--- src/rtl/pipe_stage_reg.sv ---
// ---------------------------------------------------------------------------
// pipe_stage_reg
//   Generic inter-stage pipeline register for the five-stage core (IF/ID,
//   ID/EX, EX/MEM, MEM/WB). It carries a PC plus an opaque payload between
//   stages. It provides a valid/ready handshake, a synchronous flush, an
//   optional 2-entry skid buffer and a saturating stall counter.
//
// Parameters
//   DATA_W   payload width (packed control + data fields)
//   PC_W     PC field width
//   SKID_EN  1: 2-entry skid buffer, ready_o decoded from state only
//            0: single entry, ready_o = ~valid_o | ready_i (combinational)
//   CNT_W    stall counter width
//
// Ports
//   clk          pipeline clock, rising edge
//   rst          asynchronous active-low reset
//   flush_i      synchronous flush: drop held and incoming entries
//   valid_i      upstream presents an entry
//   ready_o      this stage can accept an entry
//   pc_i/data_i  upstream PC / payload
//   valid_o      an entry is presented downstream
//   ready_i      downstream can accept
//   pc_o/data_o  PC / payload of the head (main) entry
//   occupancy_o  number of held entries (0..2)
//   stall_cnt_o  saturating count of cycles with valid_o=1 and ready_i=0
// ---------------------------------------------------------------------------
module pipe_stage_reg #(
  parameter int unsigned DATA_W  = 72,
  parameter int unsigned PC_W    = 32,
  parameter bit          SKID_EN = 1'b1,
  parameter int unsigned CNT_W   = 16
) (
  input  logic              clk,
  input  logic              rst,
  input  logic              flush_i,
  input  logic              valid_i,
  output logic              ready_o,
  input  logic [PC_W-1:0]   pc_i,
  input  logic [DATA_W-1:0] data_i,
  output logic              valid_o,
  input  logic              ready_i,
  output logic [PC_W-1:0]   pc_o,
  output logic [DATA_W-1:0] data_o,
  output logic [1:0]        occupancy_o,
  output logic [CNT_W-1:0]  stall_cnt_o
);

  typedef enum logic [1:0] {
    EMPTY = 2'd0,
    FULL  = 2'd1,
    SKID  = 2'd2
  } stateE;

  stateE             state;
  stateE             nextState;

  logic [PC_W-1:0]   mainPc;
  logic [DATA_W-1:0] mainData;
  logic [PC_W-1:0]   skidPc;
  logic [DATA_W-1:0] skidData;
  logic [CNT_W-1:0]  stallCnt;

  logic              accept;
  logic              issue;
  logic              loadMainIn;
  logic              loadMainSkid;
  logic              loadSkid;
  logic              clearAll;
  logic              stallInc;

  // Output decode: the head entry always lives in the main register.
  assign valid_o     = (state != EMPTY);
  assign pc_o        = mainPc;
  assign data_o      = mainData;
  assign stall_cnt_o = stallCnt;

  // With the skid buffer, ready depends on state only, which breaks the
  // ready_i -> ready_o timing path across a chain of stages.
  assign ready_o = SKID_EN ? (state != SKID) : (~valid_o | ready_i);

  assign accept   = valid_i & ready_o;
  assign issue    = valid_o & ready_i;
  assign stallInc = valid_o & ~ready_i & ~flush_i;

  always_comb begin
    occupancy_o = 2'd0;
    case (state)
      FULL:    occupancy_o = 2'd1;
      SKID:    occupancy_o = 2'd2;
      default: occupancy_o = 2'd0;
    endcase
  end

  // Next-state and register-load decode.
  always_comb begin
    // NOTE: every output of this block gets a default first, so no path
    // leaves a signal unassigned and no latch is inferred.
    nextState    = state;
    loadMainIn   = 1'b0;
    loadMainSkid = 1'b0;
    loadSkid     = 1'b0;
    clearAll     = 1'b0;
    if (flush_i) begin
      // The head may still issue this cycle; flush only kills what follows.
      nextState = EMPTY;
      clearAll  = 1'b1;
    end else begin
      case (state)
        EMPTY: begin
          if (accept) begin
            nextState  = FULL;
            loadMainIn = 1'b1;
          end
        end
        FULL: begin
          if (accept && issue) begin
            loadMainIn = 1'b1;
          end else if (accept && SKID_EN) begin
            // Downstream stalled: park the new entry behind the head.
            nextState = SKID;
            loadSkid  = 1'b1;
          end else if (issue) begin
            nextState = EMPTY;
          end
        end
        SKID: begin
          // ready_o is low here, so only the head can move; the skid entry
          // is promoted to keep strict FIFO order.
          if (issue) begin
            nextState    = FULL;
            loadMainSkid = 1'b1;
          end
        end
        default: nextState = EMPTY;
      endcase
    end
  end

  always_ff @(posedge clk or negedge rst) begin
    if (!rst) begin
      state    <= EMPTY;
      mainPc   <= '0;
      mainData <= '0;
      skidPc   <= '0;
      skidData <= '0;
      stallCnt <= '0;
    end else begin
      // NOTE: non-blocking assignments so every register samples the values
      // from before this edge, independent of statement order.
      state <= nextState;
      if (clearAll) begin
        mainPc   <= '0;
        mainData <= '0;
        skidPc   <= '0;
        skidData <= '0;
      end else begin
        if (loadMainIn) begin
          mainPc   <= pc_i;
          mainData <= data_i;
        end else if (loadMainSkid) begin
          mainPc   <= skidPc;
          mainData <= skidData;
        end
        if (loadSkid) begin
          skidPc   <= pc_i;
          skidData <= data_i;
        end
      end
      // Saturate rather than wrap so a long stall never reads as short.
      if (stallInc && (stallCnt != {CNT_W{1'b1}})) begin
        stallCnt <= stallCnt + CNT_W'(1);
      end
    end
  end

endmodule

--- config.mk ---
export PLATFORM = sky130hd
export DESIGN_NAME = pipe_stage_reg
export DESIGN_NICKNAME = d
export VERILOG_FILES = /design/src/rtl/pipe_stage_reg.sv
export SDC_FILE = /design/constraint.sdc
export NUM_CORES = 1
export LEC_CHECK = 0
export CELL_PAD_IN_SITES_DETAIL_PLACEMENT = 1
export CELL_PAD_IN_SITES_GLOBAL_PLACEMENT = 2
export CORE_AREA = 2 2 177 179
export DETAILED_ROUTE_END_ITERATION = 7
export DIE_AREA = 0 0 179 181
export GPL_TIMING_DRIVEN = 0
export PLACE_DENSITY_LB_ADDON = 0.1
export SETUP_SLACK_MARGIN = 0.3
export SYNTH_ARGS = -nofsm -noshare
export SYNTH_HDL_FRONTEND = slang
export SYNTH_SLANG_ARGS = --single-unit
--- constraint.sdc ---
create_clock -name clk -period 2.25 [get_ports clk]
set_input_delay 0.5625 -clock clk [delete_from_list [all_inputs] [get_ports clk]]
set_output_delay 0.5625 -clock clk [all_outputs]
set_load 0.05 [all_outputs]
**Routing congestion**

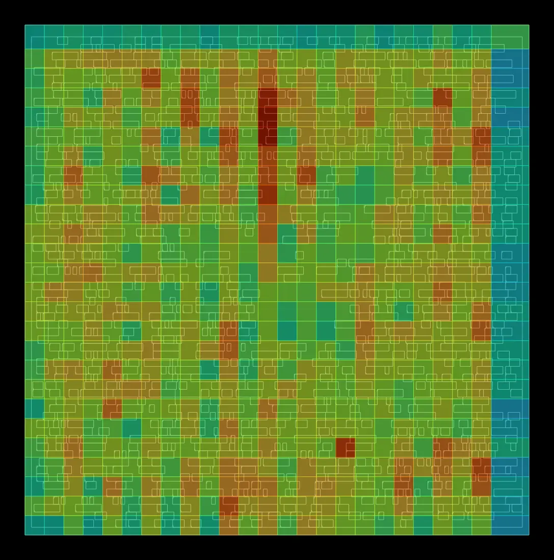
final core area utilization: 45.7%
busiest grt layer: met2
GR Util met1: 25.4%

==> design notes <==
In this design, the largest share of critical-path delay is due to flip-flops. The origin of the critical flop-to-flop path is state[0]. With the number of H-tree levels at 1, the buffer and inverter count on the worst path is 1. TritonCTS built the clock tree.

First-pass iteration count of the detailed router: 4. The worst setup path is captured at a primary output. Sorting the synthesized cells by area gives the leading types as dfrtp_1 (59%), mux2i_1 (11%), a22o_1 (9.5%), o21ai_2 (5.4%), nand2_1 (4.4%). The tools report the startpoint of the tightest hold check path as data_o[16].

The later-pin clock latency in the skew report is 0.53 ns, and the tally of OpenROAD warnings is 28. When the netlist entered floorplanning its net count stood at 886. The floorplan core area is 30300 um2, and the number of placement rows is 64. The async set or reset register ratio after synthesis is 100%, and the clock transition at the registers of the reported paths is 0.06 ns. The final timing report lists a max-slew violation count of 0. I/O pin total: 233. According to the timing report, the data required time at the worst endpoint equals 1.69 ns. The period utilization is 86.4%, and the worst voltage drop across the vdd grid is 495 uV. In this run the register-to-register setup slack is 0.38 ns.

Number of buffers inserted by port buffering: 231. The vertical die dimension reported for this design is 181 um. The worst hold endpoint is data_o[16]. The logs give 9600 um2 for the netlist area before placement and 95 for the pin count of the biggest net entering global routing. The number of cells on the worst reg-to-reg path is 8.

The worst slew margin relative to its limit was 59.3%. Summing over every cut layer, the via total after detailed routing is 7147. Post-synthesis, Yosys gives the total cell area as 9600 um2. The first global-routing pass estimated 45100 um of wire. The most common cell in the synthesized netlist is dfrtp_1. The final weighted congestion recorded by global placement is 0.722. Global-route usage over all layers: 17.6%. The logs give 0 for the final hold violation count and 776 for the number of instances in the synthesized netlist.

The area share of the largest cell type after synthesis came out at 58.9%. Looking at the max-slew report, the worst-margin pin has a slew of 0.611 ns. The number of buffers on the longest clock path is 3, and the number of nets in the final layout is 1157. STA classifies the critical path startpoint as a register. Per the Yosys statistics, synthesis produced 776 cells. The data arrival time reported for the critical path is 1.38 ns. The worst hold path was traced through 2 stages. Summed over all failing endpoints, the final setup total negative slack is 0 ns. The run gives 0 as the final setup violation count. The number of antenna diodes in the final layout is 0.

After layout, the minimum clock period comes to 1.94 ns. Yosys printed 0 warnings. The synthesis-to-finish area growth is 44.5%. The endpoint identified for the worst register-to-register timing path is data_o[37]. The min-delay analysis places its worst path in the category reg -> reg.

The initial antenna violation count was 3; the power density normalized to cell area was 767 nW/um2. The detailed router reported a total wirelength of 28300 um. The cell at the slowest stage of the critical path was dfrtp_2. The flow ran to the end, and the final reports show no timing, DRC or antenna violations.

The critical path class is reg -> out. The tools report the count of different cell masters after synthesis as 37. For the via count of the first global-routing pass, the log shows 7794. Setup repair after global routing could not meet its margin everywhere. The logs give 0.0128 ns for the worst-case clock skew and 58.9% for the sequential area share after synthesis.

Based on the critical path, the design can be clocked at up to 515 MHz. The script extracted a total leakage power of 6.09 nW. The antenna violation net count after detailed routing is 0, and the biggest cell delay along the critical path is 0.44 ns.

Per the detail_route report, routed wire per instance is 19.4 um. Sorting the synthesized cells by how often they occur yields dfrtp_1 (226), nand2_1 (113), mux2i_1 (105). For reference, the critical path cell chain is or2_4, buf_8. The max capacitance violation total came out at 0. The die width is 179 um, and the half-perimeter wire length after detailed placement is 18700 um.

The highest net fanout along the worst path came out at 5. The run gives 31.6% for the starting density of the core. Largest area contributor in the netlist: dfrtp_1.

The number of clock buffers added by TritonCTS is 27. Counting flops and latches in the post-synthesis netlist gives 226. Per the final layout report, the fraction of cells sized above drive strength 1 comes to 29.5%. The most used flip-flop cell after synthesis is dfrtp_1. The total die size came out at 32400 um2. The number of clock sinks came to 226. For this run, design rule violations remaining after detail routing come to 0.

The post-synth tally of flip-flops with integrated enable is 0, and the average cell area after synthesis is 12.4 um2. On the final layout, the worst hold slack is 0.475 ns. The via-per-instance ratio was 4.89. The run gives 0 for the global route total overflow. In this run the clock root is driven by a clkbuf_16. The run gives 266 for the violation count after the first detailed-routing iteration.
**Cells by drive strength**

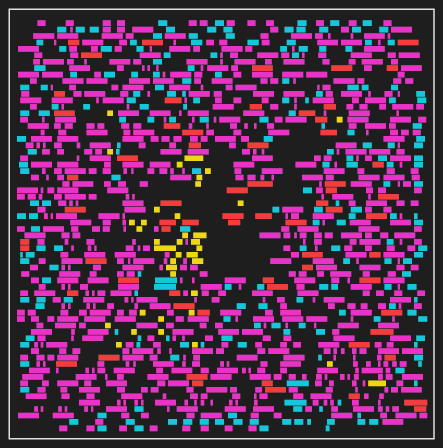
magenta -> drive 1 or less  # cells 751, share 71%
cyan -> drive 2  # cells 210, share 20%
red -> drive 6 and up  # cells 66, share 6.2%
yellow -> drive 3 to 4  # cells 38, share 3.6%

## through the flow
| stage | area (um2) | total power [W] | instances | setup slack (ns) |
|---|---|---|---|---|
| after CTS | 13700 | 0.0108 | 1460 | 0.211 |
| after global routing | 13900 | 0.0111 | 1461 | 0.259 |
| after global placement | 12400 | 0.00617 | 1403 | -10.84 |
| after detailed placement | 12500 | 0.00618 | 1405 | -0.926 |
| final | 13900 | 0.0106 | 1461 | 0.307 |
| after floorplan | 9610 | 0.00539 | 776 | 0.355 |
## worst max-delay path by stage
stage                         from               to  slack [ns]  depth (start not counted)
CTS                       state[0]   occupancy_o[1]        0.21                          2
global route              state[0]          ready_o        0.26                          3
detailed placement         ready_i     skidData[56]       -0.93                          6
global placement               rst   stall_cnt_o[0]      -10.84                          1
finish                    state[0]          valid_o        0.31                          2
floorplan           stall_cnt_o[0]  stall_cnt_o[14]        0.36                          6
## sequential cells by signal, indices dropped and copies added (netlist names)
name and count:
data_o 72, skidData 72, pc_o 32, skidPc 32, stall_cnt_o 16, state 2
## kinds of logic after synthesis
family                     share of synthesized area [%]
DFF                                                 58.9
AOI/OAI and AO/OA                                   17.7
and+or+nand+nor                                     7.14
muxes                                               11.1
buffers and inverters                               3.69
xor gates and xnor gates                            1.37
adders and majority gates                          0.130
## layout by cell type, fill, tap and decap left out, types with 2 or more instances in the layout
cell type,netlist,final
clkbuf_16,0,29
nor3_1,6,6
buf_16,0,2
clkbuf_4,0,14
xor2_1,15,15
o21ai_0,43,43
o21ai_1,2,2
nand2_1,113,113
nand4_1,6,6
dfrtp_1,226,222
a22o_1,104,104
clkbuf_8,0,15
clkdlybuf4s15_2,0,108
mux2i_2,0,10
buf_4,9,15
mux2i_1,105,94
o21ai_2,59,59
buf_2,18,16
nor2b_4,0,3
nor4_1,6,6
clkbuf_2,1,9
clkdlybuf4s50_1,0,105
nor2_1,4,3
clkdlybuf4s18_2,0,2
and3_1,3,3
a21oi_1,3,2
nor3b_1,2,2
dfrtp_2,0,4
buf_6,9,3
clkbuf_1,22,12
nand3_1,2,2
buf_8,0,8
buf_12,0,8
## report_power, final
group | internal (W) | switching, W | total, W | leakage (nW)
logic | 0.000669 | 0.00108 | 0.00175 | 2.52
registers | 0.00425 | 0.000133 | 0.00438 | 3.11
clock network | 0.00279 | 0.00173 | 0.00452 | 0.459
total | 0.00770 | 0.00294 | 0.0106 | 6.09
## worst min-delay path: stages (launching register included)
cell     delay, ns
dfrtp_1       0.34
nand2_1       0.06
o21ai_2       0.05
## cell type report
type,instances,area (um2)
clock buffer,46,897
timing repair buffer,243,2570
multi-input combinational,489,3690
clock inverter,1,30.0
tap,396,495
inverter,1,3.75
sequential,226,5660
fill,3197,16500
buffer,59,524
## per-layer routing
metal / up-vias / track usage, % / share of wire (%)
met1: 3596 / 25.4 / 47
met4: 6 / 3.22 / 1.6
met2: 165 / 27.4 / 46
met3: 33 / 3.75 / 5.3
li1: 3347 / - / -
met5: - / 0 / 0.14
## what timing repair did
item,in CTS,in global routing
endpoints found under the hold margin,48,0
hold buffers,1,0
pin swaps,2,3
endpoints found under the setup margin,338,253
resized,438,67
buffers inserted,7,0
gates cloned,0,2
Power figures rest on the tool's default switching activity, not on a simulated workload.
